**config.mk**
```make
export PLATFORM = sky130hd
export DESIGN_NAME = dem_dwa_scrambler
export DESIGN_NICKNAME = d
export VERILOG_FILES = /design/src/rtl/dem_pkg.sv /design/src/rtl/dem_rotator.sv /design/src/rtl/dem_dwa_scrambler.sv
export SDC_FILE = /design/constraint.sdc
export NUM_CORES = 1
export LEC_CHECK = 0
export ABC_AREA = 1
export CAP_MARGIN = 25
export CORE_AREA = 8 8 66 68
export CTS_CLUSTER_SIZE = 28
export DETAILED_ROUTE_END_ITERATION = 10
export DIE_AREA = 0 0 74 76
export PLACE_DENSITY_LB_ADDON = 0.2
export SLEW_MARGIN = 20
export SYNTH_ARGS = -nofsm -noshare
export SYNTH_HDL_FRONTEND = slang
export SYNTH_HIERARCHICAL = 1
export SYNTH_SLANG_ARGS = --single-unit
```
**constraint.sdc**
```tcl
create_clock -name clk -period 2.4 [get_ports clk]
set_input_delay 0.36 -clock clk [delete_from_list [all_inputs] [get_ports clk]]
set_output_delay 0.36 -clock clk [all_outputs]
set_load 0.1 [all_outputs]
```
**src/rtl/dem_pkg.sv**
```systemverilog
// Shared types and defaults for the DEM-DAC blocks.
package dem_pkg;

    typedef enum logic [1:0] {
        THERM = 2'b00,
        DWA   = 2'b01,
        RDWA  = 2'b10,
        RSVD  = 2'b11
    } dem_mode_t;

    localparam int unsigned DEM_N_ELEM_DEFAULT = 8;

endpackage

```
**src/rtl/dem_rotator.sv**
```systemverilog
// Thermometer-encodes an element count and rotates it left by the pointer.
module dem_rotator
    import dem_pkg::*;
#(
    parameter int unsigned N_ELEM = DEM_N_ELEM_DEFAULT,
    parameter int unsigned CODE_W = $clog2(N_ELEM) + 1,
    localparam int unsigned PTR_W = $clog2(N_ELEM)
) (
    input  logic [CODE_W-1:0] c,
    input  logic [PTR_W-1:0]  ptr,
    output logic [N_ELEM-1:0] sel
);

    logic [N_ELEM-1:0] therm;
    logic [PTR_W:0]    rsh;

    always_comb begin
        therm = '0;
        for (int i = 0; i < N_ELEM; i++) begin
            therm[i] = (CODE_W'(i) < c);
        end
        // ptr = 0 gives a right shift of N_ELEM, which contributes nothing.
        rsh = (PTR_W + 1)'(N_ELEM) - {1'b0, ptr};
        sel = (therm << ptr) | (therm >> rsh);
    end

endmodule

```
**src/rtl/dem_dwa_scrambler.sv**
```systemverilog
// Binary code to unit-element select with THERM / DWA / PN-randomized DWA rotation.
module dem_dwa_scrambler
    import dem_pkg::*;
#(
    parameter int unsigned N_ELEM = DEM_N_ELEM_DEFAULT,
    parameter int unsigned CODE_W = $clog2(N_ELEM) + 1,
    localparam int unsigned PTR_W = $clog2(N_ELEM)
) (
    input  logic              clk,
    input  logic              reset,
    input  logic [1:0]        mode,
    input  logic              pn_seq,
    input  logic              in_valid,
    input  logic [CODE_W-1:0] in_code,
    output logic              in_ready,
    output logic              out_valid,
    input  logic              out_ready,
    output logic [N_ELEM-1:0] elem_sel,
    output logic              sat_err,
    output logic [PTR_W-1:0]  ptr_dbg
);

    dem_mode_t         mode_e;
    logic              accept;
    logic              over;
    logic [CODE_W-1:0] c;
    logic [PTR_W-1:0]  rot_ptr;
    logic [PTR_W+1:0]  sum;
    logic [PTR_W-1:0]  ptr_d;
    logic [N_ELEM-1:0] rot_sel;

    logic              out_valid_q;
    logic [N_ELEM-1:0] elem_sel_q;
    logic              sat_err_q;
    logic [PTR_W-1:0]  ptr_q;

    assign in_ready = !out_valid_q || out_ready;
    assign accept   = in_valid && in_ready;

    always_comb begin
        mode_e  = dem_mode_t'(mode);
        over    = in_code > CODE_W'(N_ELEM);
        c       = over ? CODE_W'(N_ELEM) : in_code;
        rot_ptr = (mode_e == THERM) ? '0 : ptr_q;
        sum     = (PTR_W + 2)'(ptr_q) + (PTR_W + 2)'(c);
        // RSVD behaves as plain DWA.
        case (mode_e)
            THERM:   ptr_d = '0;
            RDWA:    ptr_d = PTR_W'(sum + (PTR_W + 2)'(pn_seq));
            default: ptr_d = PTR_W'(sum);
        endcase
    end

    dem_rotator #(
        .N_ELEM (N_ELEM),
        .CODE_W (CODE_W)
    ) u_rotator (
        .c   (c),
        .ptr (rot_ptr),
        .sel (rot_sel)
    );

    always_ff @(posedge clk or negedge reset) begin
        if (!reset) begin
            out_valid_q <= 1'b0;
            elem_sel_q  <= '0;
            sat_err_q   <= 1'b0;
            ptr_q       <= '0;
        end else begin
            sat_err_q <= 1'b0;
            if (accept) begin
                out_valid_q <= 1'b1;
                elem_sel_q  <= rot_sel;
                sat_err_q   <= over;
                ptr_q       <= ptr_d;
            end else if (out_ready) begin
                out_valid_q <= 1'b0;
            end
        end
    end

    assign out_valid = out_valid_q;
    assign elem_sel  = elem_sel_q;
    assign sat_err   = sat_err_q;
    assign ptr_dbg   = ptr_q;

endmodule

```
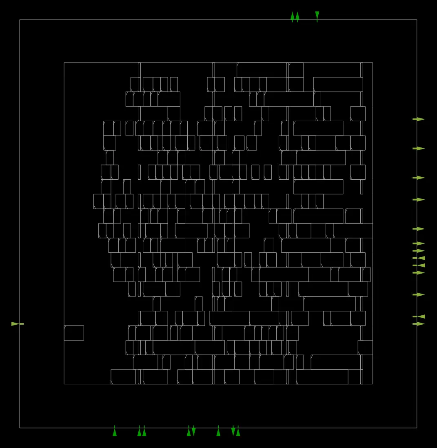
(run_1/placement.png)
placeable core area: 3440 µm²
flop share of the area: 0.194
Filler Cell Count: 367
post-layout util: 0.490
count of non-filler cells in the finished layout: 300

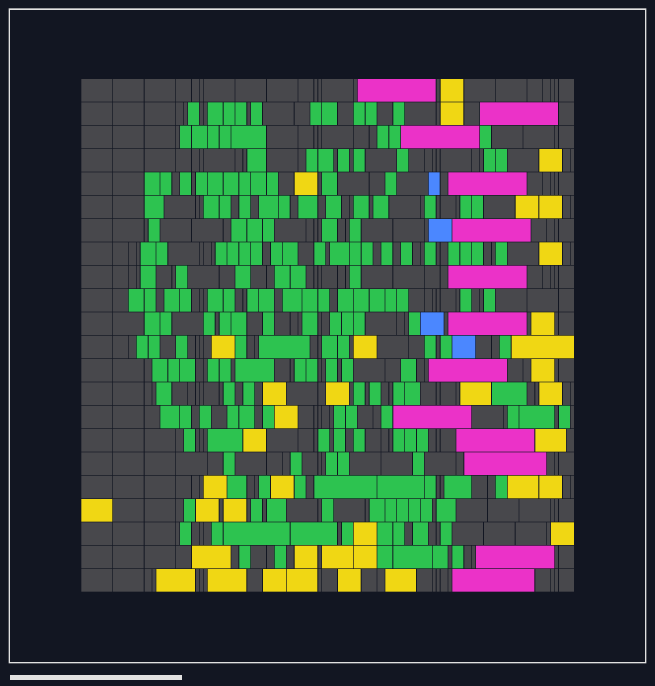
(run_1/placement_by_type.png)
Scale bar: 20 µm. Fill, decap, tap and diode cells in gray.
Yellow is other buffers and delay cells, cells 38. Green is combinational and other logic, cells 197. Magenta is flops, cells 13. Blue is clock drivers and dummy loads, cells 4.

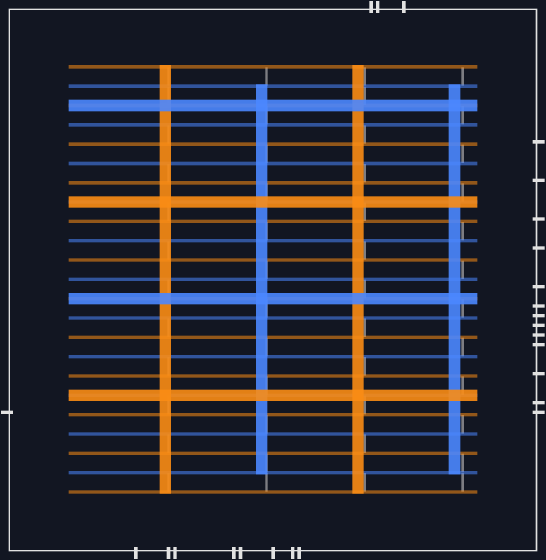
(run_1/power_grid.png)
Pins as bars on the die edge. Tap cells in gray.
Orange is VSS. Blue is VDD.
4 straps on met4. The core has 22 rows. 23 met1 rails follow the rows. 48 tap cells.
peak supply drop: 0.329 mV
vertical die size: 76 µm
Horiz. Die Dim: 74 µm

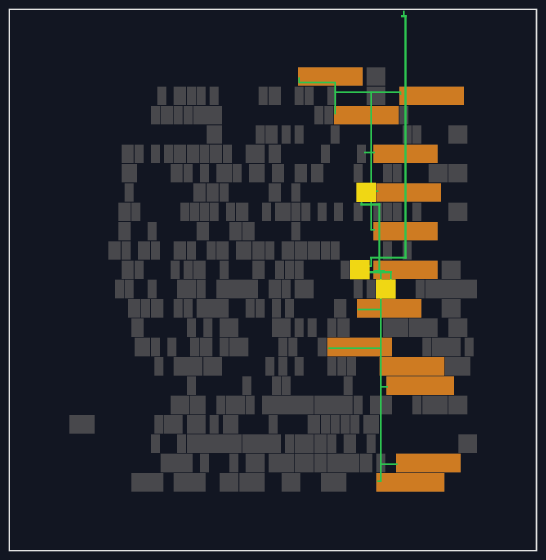
(run_1/clk_routes.png)
Green is clock wires, length 152 µm. Orange is flip-flops, count 13. Yellow is clock drivers, count 3.
There are 4 routed clock nets.
share of total power in the clock network: 0.064
Latency at later pin: 260 ps
clock tree skew after final layout: 1.47 ps

==> tab_implementation.tex, run 1 <==
% Implementation results table
\begin{tabular}{lr}
\hline
Metric & Value \\
\hline
\multicolumn{2}{l}{\textbf{Synth}} \\
Synthesized area per cell & 5.98 µm² \\
Flops after synth & 13 \\
Combined area of all synthesized cells & 1280 µm² \\
\multicolumn{2}{l}{\textbf{Floorplan}} \\
Total die size & 5620 µm² \\
Placement Rows & 22 \\
\multicolumn{2}{l}{\textbf{Finish}} \\
Fraction of layout instances using a drive strength above 1 & 0.234 \\
Most frequent standard cell in the layout excluding fill and tap cells & sky130\_fd\_sc\_hd\_\_nand2\_1 \\
Antenna diodes & 0 \\
Dominant logic cell types in the final layout & sky130\_fd\_sc\_hd\_\_nand2\_1 (85), sky130\_fd\_sc\_hd\_\_nand3\_1 (34), sky130\_fd\_sc\_hd\_\_buf\_4 (27), sky130\_fd\_sc\_hd\_\_inv\_1 (18), sky130\_fd\_sc\_hd\_\_nor2\_1 (15) \\
\multicolumn{2}{l}{\textbf{Power}} \\
Switching Fraction & 0.612 \\
\multicolumn{2}{l}{\textbf{Clock network}} \\
Post-cts hold buffer count & 0 \\
Clock tree from TritonCTS & built \\
Clock slew seen by the registers of the worst setup and hold paths & 70 ps \\
\multicolumn{2}{l}{\textbf{Route}} \\
Aggregate routed wire length & 3270 µm \\
\# DRC & 0 \\
Detailed-route vias per instance & 4.71 \\
\multicolumn{2}{l}{\textbf{Min path}} \\
Path type of the worst min-delay path & input pin to asynchronous set/reset pin \\
\multicolumn{2}{l}{\textbf{Setup path}} \\
Worst-case register-to-register setup slack & 530 ps \\
Source of the critical timing path & in\_code[1] \\
Nature of the critical path endpoint & flip-flop \\
\multicolumn{2}{l}{\textbf{Place}} \\
Placed cell count & 296 \\
DP Wirelength & 2750 µm \\
Area post-placement & 1640 µm² \\
\multicolumn{2}{l}{\textbf{Timing}} \\
Transition time of the tightest slew-check pin & 545 ps \\
Final-report hold violation count & 0 \\
Post-route fraction of the period consumed by the critical path & 0.958 \\
\multicolumn{2}{l}{\textbf{Global routing}} \\
Global route total overflow & 0 \\
Met3 Usage GRT & 0.00921 \\
\multicolumn{2}{l}{\textbf{Run status}} \\
Result of the run & finished, final reports clean \\
\hline
\end{tabular}
-- run 1: state kept, by name, summed over array words and instances, names as in the netlist --
name	cells
elem_sel	8
ptr_dbg	3
out_valid	1
sat_err	1
-- run 1: stage by stage --
stage	setup TNS, ps	util	power [µW]	hold slack, ps
after detailed placement	-384	0.476	1860	468
after CTS	0	0.483	1990	465
final	0	0.490	1980	448
after global placement	-299	0.476	1860	466
after global routing	-34.0	0.490	2140	496
after floorplan	0	-	1500	64.4
-- run 1: cell usage after synthesis --
cell                       number  area, µm²
sky130_fd_sc_hd__nand2_4        2       22.5
sky130_fd_sc_hd__nand4_1        2       12.5
sky130_fd_sc_hd__a31oi_2        1       12.5
sky130_fd_sc_hd__o21ai_2        1       8.76
sky130_fd_sc_hd__buf_2          1       5.00
sky130_fd_sc_hd__nand2_1       85        319
sky130_fd_sc_hd__o21ai_0        5       25.0
sky130_fd_sc_hd__nand3_1       34        170
sky130_fd_sc_hd__ha_1           4       50.1
sky130_fd_sc_hd__clkbuf_1       1       3.75
sky130_fd_sc_hd__nor2_1        16       60.1
sky130_fd_sc_hd__xnor2_2        1       16.3
sky130_fd_sc_hd__a21oi_1        5       25.0
sky130_fd_sc_hd__buf_4          1       7.51
sky130_fd_sc_hd__fa_1           1       20.0
sky130_fd_sc_hd__a31oi_1        2       12.5
sky130_fd_sc_hd__nor2_4         2       22.5
sky130_fd_sc_hd__clkinv_2       1       5.00
sky130_fd_sc_hd__inv_2          7       26.3
sky130_fd_sc_hd__inv_1         21       78.8
sky130_fd_sc_hd__nor2_2         3       18.8
sky130_fd_sc_hd__clkinv_1       2       7.51
sky130_fd_sc_hd__dfrtp_1       13        325
sky130_fd_sc_hd__nand2_2        2       12.5
sky130_fd_sc_hd__buf_6          1       11.3
-- run 1: critical path, cell delays in order --
cell,delay (ps)
sky130_fd_sc_hd__clkdlybuf4s50_1,410
sky130_fd_sc_hd__inv_2,80
sky130_fd_sc_hd__a31oi_4,100
sky130_fd_sc_hd__nor2_2,140
sky130_fd_sc_hd__ha_2,180
sky130_fd_sc_hd__inv_2,40
sky130_fd_sc_hd__fa_1,540
sky130_fd_sc_hd__inv_1,50
sky130_fd_sc_hd__ha_2,260
sky130_fd_sc_hd__nand3_1,70
sky130_fd_sc_hd__o21ai_0,100
sky130_fd_sc_hd__nand2_2,80
sky130_fd_sc_hd__o21ai_2,40
-- run 1: worst max path at each step --
stage	endpoint
after global routing	ptr_dbg[2]
final	ptr_dbg[1]
after floorplan	elem_sel[0]
after global placement	ptr_dbg[2]
after detailed placement	ptr_dbg[2]
after CTS	ptr_dbg[2]
-- run 1: cell type report --
| class | count | area, µm² |
|---|---|---|
| timing repair buffer | 38 | 330 |
| multi-input combinational | 166 | 825 |
| sequential | 13 | 328 |
| inverter | 31 | 118 |
| clock buffer | 4 | 26.3 |
| tap | 48 | 60.1 |
| fill | 367 | 1750 |
-- run 1: timing repair --
action	CTS	global route
hold endpoints to repair	0	0
resized	0	10
endpoints found under the setup margin	0	1
-- run 1: power groups by stage --
stage               sequential [µW]  combinational, µW  clock [µW]
floorplan                       916                587           0
global placement                347               1510           0
detailed placement              349               1510           0
CTS                             346               1510         133
global route                    357               1650         138
finish                          345               1510         126
==> run_1/layer_met2.png <==
Scale bar: 20 µm.
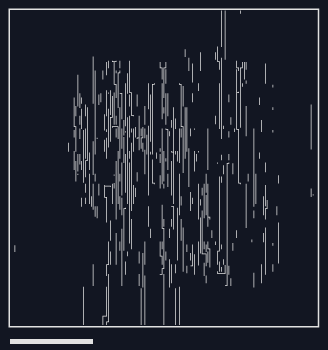

--- run 2 (diff from run 1) ---
- CORE_AREA: 8 8 66 68 -> 8 8 67 69
- DIE_AREA: 0 0 74 76 -> 0 0 75 77
- SETUP_SLACK_MARGIN: not set -> 0.4
- SYNTH_HIERARCHICAL: 1 -> not set
- clock period: 2.4 -> 2.5 ns (I/O delays scaled with it)
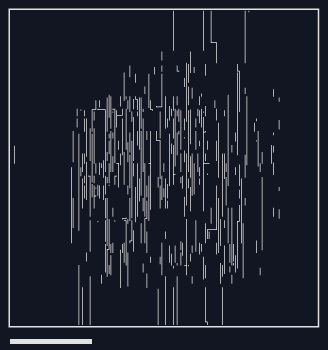
(run_2/layer_met2.png)
Scale bar: 20 µm.
The longest straight run is 23.5 µm. The layer carries 1,590 µm of wire. The wires run mostly vertical. The layer holds 45% of the routed length.

==> run 2 against run 1 <==
Utilization is 0.16 points lower. Largest cell class unchanged. Clock skew rose by 1.9 ps. Worst hold slack improved by 6.7 ps. Clock-buffer cell count unchanged. Power decreased by 2.0%. Critical path depth fell by 5. Critical path type is now flip-flop to flip-flop. Sequential cell count stayed put. Combinational power decreased by 3%. Final area is 1.3% higher. Sequential power increased by 2%. Largest power group unchanged.
==> tab_implementation.tex, run 2 <==
% Implementation results table
\begin{tabular}{lr}
\hline
Metric & Value \\
\hline
\multicolumn{2}{l}{\textbf{Run status}} \\
Result of the run & finished, final reports clean \\
\multicolumn{2}{l}{\textbf{Global routing}} \\
Global route total overflow & 0 (unchanged) \\
\multicolumn{2}{l}{\textbf{Finish}} \\
Fraction of layout instances using a drive strength above 1 & 0.280 (+0.0462) \\
Antenna diodes & 0 (unchanged) \\
Count of non-filler cells in the finished layout & 287 (-4.3\%) \\
Dominant logic cell types in the final layout & sky130\_fd\_sc\_hd\_\_nand2\_1 (47), sky130\_fd\_sc\_hd\_\_nand3\_1 (43), sky130\_fd\_sc\_hd\_\_buf\_4 (31), sky130\_fd\_sc\_hd\_\_nor2\_1 (18), sky130\_fd\_sc\_hd\_\_inv\_1 (17) \\
Most frequent standard cell in the layout excluding fill and tap cells & sky130\_fd\_sc\_hd\_\_nand2\_1 \\
Max reg flops & 8 (unchanged) \\
Filler Cell Count & 383 (+4.4\%) \\
\multicolumn{2}{l}{\textbf{Timing}} \\
Worst hold-check slack & 455 ps (+6.67 ps) \\
Clock tree skew after final layout & 3.34 ps (+1.87 ps) \\
Final-report hold violation count & 0 (unchanged) \\
Post-route fraction of the period consumed by the critical path & 0.800 \\
\multicolumn{2}{l}{\textbf{Clock network}} \\
Clock slew seen by the registers of the worst setup and hold paths & 80 ps (about the same) \\
Latency at later pin & 280 ps (+20 ps) \\
Post-cts hold buffer count & 0 (unchanged) \\
Clock tree from TritonCTS & built \\
\multicolumn{2}{l}{\textbf{Synth}} \\
Top cell type by total area after synthesis & sky130\_fd\_sc\_hd\_\_dfrtp\_1 \\
Flops after synth & 13 (unchanged) \\
Top-area cell share & 0.248 (-0.00631) \\
Combined area of all synthesized cells & 1310 µm² (+2.5\%) \\
Share of flip-flops with an asynchronous set or reset & 1.00 (unchanged) \\
Most instantiated library cell after synthesis & sky130\_fd\_sc\_hd\_\_nand2\_1 \\
Most instantiated flip-flop cell in the synthesis netlist & sky130\_fd\_sc\_hd\_\_dfrtp\_1 \\
Post-synth tally of flip-flops with integrated enable & 0 (unchanged) \\
\multicolumn{2}{l}{\textbf{Floorplan}} \\
Placeable core area & 3500 µm² (+1.6\%) \\
Total die size & 5780 µm² (+2.7\%) \\
Vertical die size & 77 µm (+1.3\%) \\
\multicolumn{2}{l}{\textbf{Setup path}} \\
Startpoint Class & flip-flop \\
Nature of the critical path endpoint & flip-flop \\
\multicolumn{2}{l}{\textbf{Power}} \\
Peak supply drop & 0.376 mV (+14\%) \\
\multicolumn{2}{l}{\textbf{Route}} \\
Aggregate routed wire length & 3510 µm (+7.2\%) \\
Detailed-route vias per instance & 4.88 (+3.6\%) \\
\# DRC & 0 (unchanged) \\
\multicolumn{2}{l}{\textbf{Place}} \\
DP Wirelength & 2860 µm (+4.0\%) \\
\multicolumn{2}{l}{\textbf{Min path}} \\
Path type of the worst min-delay path & input pin to asynchronous set/reset pin \\
\hline
\end{tabular}
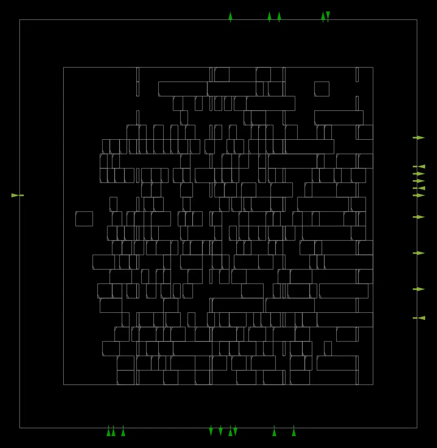
(run_2/placement.png)
post-layout util: 0.489
Placement Rows: 22
num sequential: 13

-- run 2: cell types whose count changed in the layout (fill, tap and decap cells not counted), sizes merged, moves of 4 or more --
cell,delta
nand2,-31
nand3,+12
a21oi,+8
inv,-5
dlygate4sd2,+4
nor2,+4
-- run 2: worst max-delay path, stage by stage, from the launching register on --
cell,delay [ps]
sky130_fd_sc_hd__dfrtp_4,500
sky130_fd_sc_hd__ha_1,220
sky130_fd_sc_hd__fa_1,530
sky130_fd_sc_hd__ha_1,140
sky130_fd_sc_hd__nand2_1,60
sky130_fd_sc_hd__xnor2_1,170
sky130_fd_sc_hd__xor2_1,160
sky130_fd_sc_hd__nand3_1,80
sky130_fd_sc_hd__o21ai_1,80
-- run 2: kinds of logic (layout without fill, tap and decap cells) --
| family | Yosys count | after routing | share of synthesized area |
|---|---|---|---|
| AND/OR/NAND/NOR | 131 | 131 | 0.510 |
| buffers and inverters | 27 | 68 | 0.0926 |
| adder cells (fa/ha/maj) | 5 | 5 | 0.0534 |
| flip-flops | 13 | 13 | 0.248 |
| XOR/XNOR | 3 | 3 | 0.0200 |
| AND-OR/OR-AND | 19 | 19 | 0.0763 |
-- run 2: metal layers --
metal / wire length, µm / vias to the layer above / global-route usage
li1: - / 727 / -
met1: 1620 / 628 / 0.176
met2: 1590 / 40 / 0.199
met3: 244 / 5 / 0.0130
met4: 51 / 0 / 0.0490
met5: 0 / - / 0
-- run 2: metrics by stage --
| step | setup TNS (ps) | power, µW | instance area, µm² | setup slack, ps |
|---|---|---|---|---|
| 2_1_floorplan | 0 | 1480 | 1320 | 414 |
| 3_3_place_gp | 0 | 1810 | 1650 | 13.0 |
| 3_5_place_dp | -36.9 | 1810 | 1650 | -36.9 |
| 4_1_cts | 0 | 1950 | 1700 | 454 |
| 5_1_grt | 0 | 2080 | 1710 | 345 |
| 6_report | 0 | 1940 | 1710 | 501 |
-- run 2: path summary, 6_finish.rpt --
kind / startpoint / to / slack, ps / depth (start not counted)
worst max-delay path: ptr_dbg[0] / ptr_dbg[2] / 500 / 8
worst min-delay path: reset / ptr_dbg[0] / 450 / 1
worst max register to register: ptr_dbg[0] / ptr_dbg[2] / 500 / 8
worst min register to register: elem_sel[7] / elem_sel[7] / 500 / 2
max in group asynchronous: reset / ptr_dbg[0] / 1630 / 1
min in group clk: elem_sel[7] / elem_sel[7] / 500 / 2
-- run 2: power breakdown --
part	internal (µW)	switching (µW)	leakage, µW
Combinational	389	1070	0.000727
Clock	61.9	68.3	0.0000150
Sequential	292	58.5	0.000143
-- run 2: cell type report --
type | instances | area, µm² | share of cell area
clock buffers | 4 | 26.3 | 0.0154
inverters | 23 | 88.8 | 0.0520
multi-input cells | 158 | 873 | 0.511
flip-flops and latches | 13 | 332 | 0.194
well taps | 48 | 60.1 | 0.0352
repair buffers | 41 | 328 | 0.192
-- run 2: timing repair --
| action | in CTS | in global routing |
|---|---|---|
| gates resized | 8 | 1 |
| buffers inserted | 3 | 1 |
| pin swaps | 5 | 1 |
| setup endpoints to repair | 1 | 5 |
| endpoints found under the hold margin | 0 | 0 |
No activity file was given, so power comes from the tool's default toggle rates.
